===== config.mk =====
export PLATFORM = sky130hd
export DESIGN_NAME = uart_cfg_arbiter
export DESIGN_NICKNAME = d
export VERILOG_FILES = /design/src/rtl/uart_cfg_arbiter.sv
export SDC_FILE = /design/constraint.sdc
export NUM_CORES = 1
export LEC_CHECK = 0
export CAP_MARGIN = 20
export CORE_ASPECT_RATIO = 1.25
export CORE_MARGIN = 8
export CORE_UTILIZATION = 40
export DETAILED_ROUTE_END_ITERATION = 8
export PLACE_DENSITY = 0.87
export SETUP_SLACK_MARGIN = 0.5
export SYNTH_ARGS = -nofsm -noshare
export SYNTH_HDL_FRONTEND = slang
export SYNTH_SLANG_ARGS = --single-unit

===== constraint.sdc =====
create_clock -name clk -period 2.27 [get_ports clk]
set_clock_uncertainty 0.15 [all_clocks]
set_input_delay 0.3405 -clock clk [delete_from_list [all_inputs] [get_ports clk]]
set_output_delay 0.3405 -clock clk [all_outputs]
set_load 0.05 [all_outputs]

===== src/rtl/uart_cfg_arbiter.sv =====
// Round-robin arbiter sharing the UART configuration-register bus between two requesters.
// Config writes are held until the link is idle so framing never changes mid-character.
module uart_cfg_arbiter #(
    parameter int TIMEOUT_CYCLES = 1024,
    parameter int CNT_W          = $clog2(TIMEOUT_CYCLES)
) (
    input  logic        clk,
    input  logic        rst,

    input  logic        req0_valid,
    output logic        req0_ready,
    input  logic        req0_write,
    input  logic [1:0]  req0_addr,
    input  logic [31:0] req0_wdata,
    output logic        rsp0_valid,
    output logic [31:0] rsp0_rdata,
    output logic        rsp0_err,

    input  logic        req1_valid,
    output logic        req1_ready,
    input  logic        req1_write,
    input  logic [1:0]  req1_addr,
    input  logic [31:0] req1_wdata,
    output logic        rsp1_valid,
    output logic [31:0] rsp1_rdata,
    output logic        rsp1_err,

    input  logic        link_busy,
    output logic        cfg_wr_en,
    output logic [1:0]  cfg_addr,
    output logic [31:0] cfg_wr_data,
    input  logic [31:0] cfg_rd_data,
    output logic        grant_id
);

    // Handshake: a request transfers on a rising edge where valid and ready are both high.
    // Ready is only ever raised in IDLE, for the single port chosen that cycle.
    typedef enum logic [1:0] {
        IDLE      = 2'd0,
        WAIT_IDLE = 2'd1,
        ACCESS    = 2'd2,
        RESP      = 2'd3
    } state_t;

    localparam logic [CNT_W-1:0] CNT_LAST = CNT_W'(TIMEOUT_CYCLES - 1);

    state_t            state, state_next;
    logic              prio, prio_next;       // port that wins when both request
    logic [CNT_W-1:0]  cnt, cnt_next;
    logic              wr_q, wr_next;
    logic              port_q, port_next;
    logic              err_q, err_next;
    logic [1:0]        addr_q, addr_next;
    logic [31:0]       wdata_q, wdata_next;
    logic [31:0]       rdata_q, rdata_next;

    logic              sel;
    logic              sel_write;
    logic [1:0]        sel_addr;
    logic [31:0]       sel_wdata;

    always_ff @(posedge clk) begin
        if (rst) begin
            state   <= IDLE;
            prio    <= 1'b0;
            cnt     <= '0;
            wr_q    <= 1'b0;
            port_q  <= 1'b0;
            err_q   <= 1'b0;
            addr_q  <= 2'd0;
            wdata_q <= 32'd0;
            rdata_q <= 32'd0;
        end else begin
            state   <= state_next;
            prio    <= prio_next;
            cnt     <= cnt_next;
            wr_q    <= wr_next;
            port_q  <= port_next;
            err_q   <= err_next;
            addr_q  <= addr_next;
            wdata_q <= wdata_next;
            rdata_q <= rdata_next;
        end
    end

    always_comb begin
        state_next = state;
        prio_next  = prio;
        cnt_next   = cnt;
        wr_next    = wr_q;
        port_next  = port_q;
        err_next   = err_q;
        addr_next  = addr_q;
        wdata_next = wdata_q;
        rdata_next = rdata_q;
        req0_ready = 1'b0;
        req1_ready = 1'b0;

        sel       = (req0_valid && req1_valid) ? prio : req1_valid;
        sel_write = sel ? req1_write : req0_write;
        sel_addr  = sel ? req1_addr  : req0_addr;
        sel_wdata = sel ? req1_wdata : req0_wdata;

        case (state)
            IDLE: begin
                // No handshake is offered while reset is asserted, so nothing is lost across it.
                if (!rst && (req0_valid || req1_valid)) begin
                    req0_ready = ~sel;
                    req1_ready = sel;
                    prio_next  = ~sel;
                    port_next  = sel;
                    wr_next    = sel_write;
                    addr_next  = sel_addr;
                    wdata_next = sel_wdata;
                    rdata_next = 32'd0;
                    cnt_next   = '0;
                    if (sel_addr == 2'd3) begin
                        err_next   = 1'b1;
                        state_next = RESP;
                    end else begin
                        err_next   = 1'b0;
                        state_next = sel_write ? WAIT_IDLE : ACCESS;
                    end
                end
            end
            WAIT_IDLE: begin
                if (!link_busy) begin
                    cnt_next   = '0;
                    state_next = ACCESS;
                end else if (cnt == CNT_LAST) begin
                    cnt_next   = '0;
                    err_next   = 1'b1;
                    state_next = RESP;
                end else begin
                    cnt_next = cnt + CNT_W'(1);
                end
            end
            ACCESS: begin
                if (!wr_q) rdata_next = cfg_rd_data;
                state_next = RESP;
            end
            RESP: begin
                state_next = IDLE;
            end
            default: state_next = IDLE;
        endcase
    end

    always_comb begin
        cfg_addr    = (state != IDLE) ? addr_q : 2'd0;
        cfg_wr_en   = (state == ACCESS) && wr_q;
        cfg_wr_data = cfg_wr_en ? wdata_q : 32'd0;
        grant_id    = (state != IDLE) && port_q;
        rsp0_valid  = (state == RESP) && !port_q;
        rsp1_valid  = (state == RESP) && port_q;
        rsp0_rdata  = rsp0_valid ? rdata_q : 32'd0;
        rsp1_rdata  = rsp1_valid ? rdata_q : 32'd0;
        rsp0_err    = rsp0_valid && err_q;
        rsp1_err    = rsp1_valid && err_q;
    end

endmodule

### Routed metal, one colour a layer

(4 px per um) Only two layers are drawn.
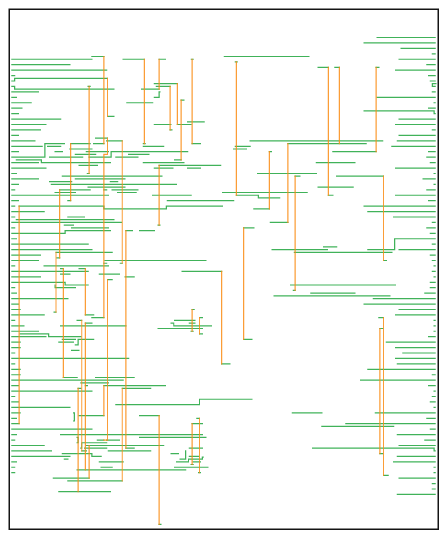
| colour | layer | wire length |
|---|---|---|
| green | met3 | 2,410 um |
| orange | met4 | 970 um |
Vias: 5,440
Routed WL: 23.3 mm
gr usage total: 0.279

### Sequential cells grouped by signal name

(4 px per um) Other sequential cells in the stronger grey, the rest of the logic in the fainter grey.
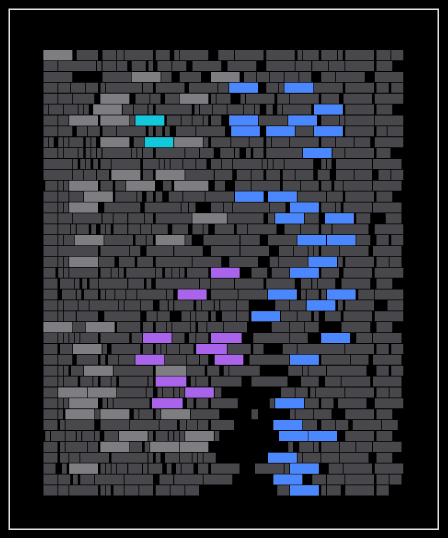
| colour | name in the netlist | placed flops |
|---|---|---|
| cyan | `addr_q` | 2 |
| purple | `cnt` | 10 |
| blue | `rdata_q` | 32 |
not coloured: 38

### Met4 routing

(4 px per um) Supply wires on this layer in grey.
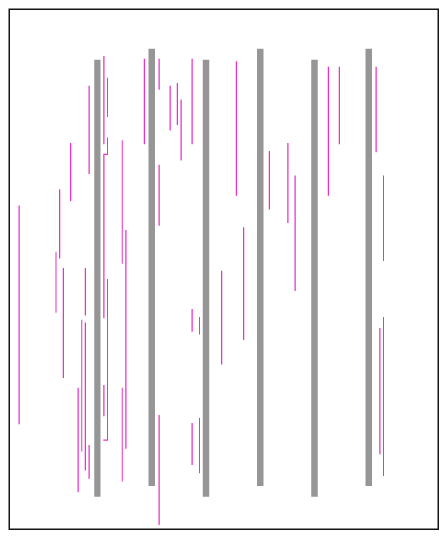
share of all routed wire: 4.2%
wire length on this layer: 970 um
main direction: vertical
nets with wire on the layer: 37

==> flow_metrics.py <==
# Metrics from the implementation run
metrics = {
    "sta": {
        "fmax_mhz": 468,
        "setup_violations": 0,
        "tns_ns": 0,
        "worstMarginPinSlew_ns": 0.895,
    },
    "worst_setup_path": {
        "path_buffers": 2,
        "critPathLaunch": "state[0]$_SDFFE_PP0P_",
        "critical_path.cell_chain": "ha_4 > nor2b_4 > buf_12 > and2_1 > buf_12",
        "critical_path.max_fanout": 17,
    },
    "grt": {
        "grtUsageMet2": 0.492,
        "grt_pass1_vias": 5398,
    },
    "cells_and_area": {
        "areaGrowthSynthToFinish_pct": 117,
        "reg_top3": "rdata_q (32), wdata_q (32), cnt (10)",
        "clock_buffers": 10,
        "antenna_cells": 0,
        "fill_cells": 374,
    },
    "clock_tree": {
        "clk_path_buf_depth": 2,
    },
    "yosys": {
        "mux_area_frac": 0.00969,
        "ff_type": "dfxtp_1",
    },
    "power_and_ir_drop": {
        "p_seq_frac": 0.295,
    },
    "floorplan": {
        "num_rows": 41,
    },
    "run_status": {
        "status": "completed",
    },
    "min_path": {
        "holdPathStages": 2,
    },
}
### Routing congestion map

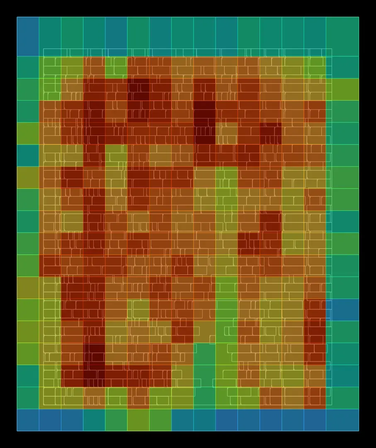
GR peak layer: met2
M3 GR Usage: 0.0795
final core area utilization: 0.891
met1 usage: 0.309
Routed WL per cell: 26.7 um

### Signal wires on met1

(4 px per um) Supply wires on this layer in grey. Cells faint in the background.
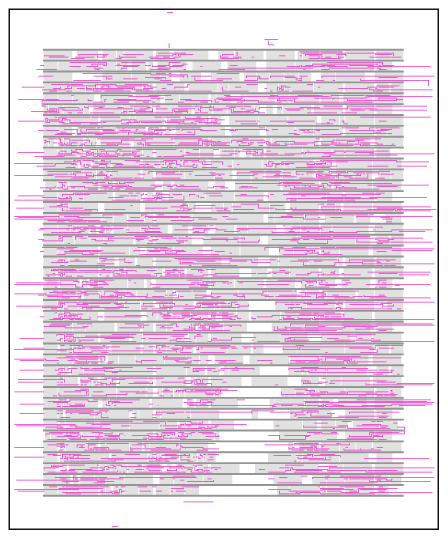
share of all routed wire: 36%
nets with wire on the layer: 780
longest straight run: 39.6 um
main direction: horizontal
wire length on this layer: 8,410 um

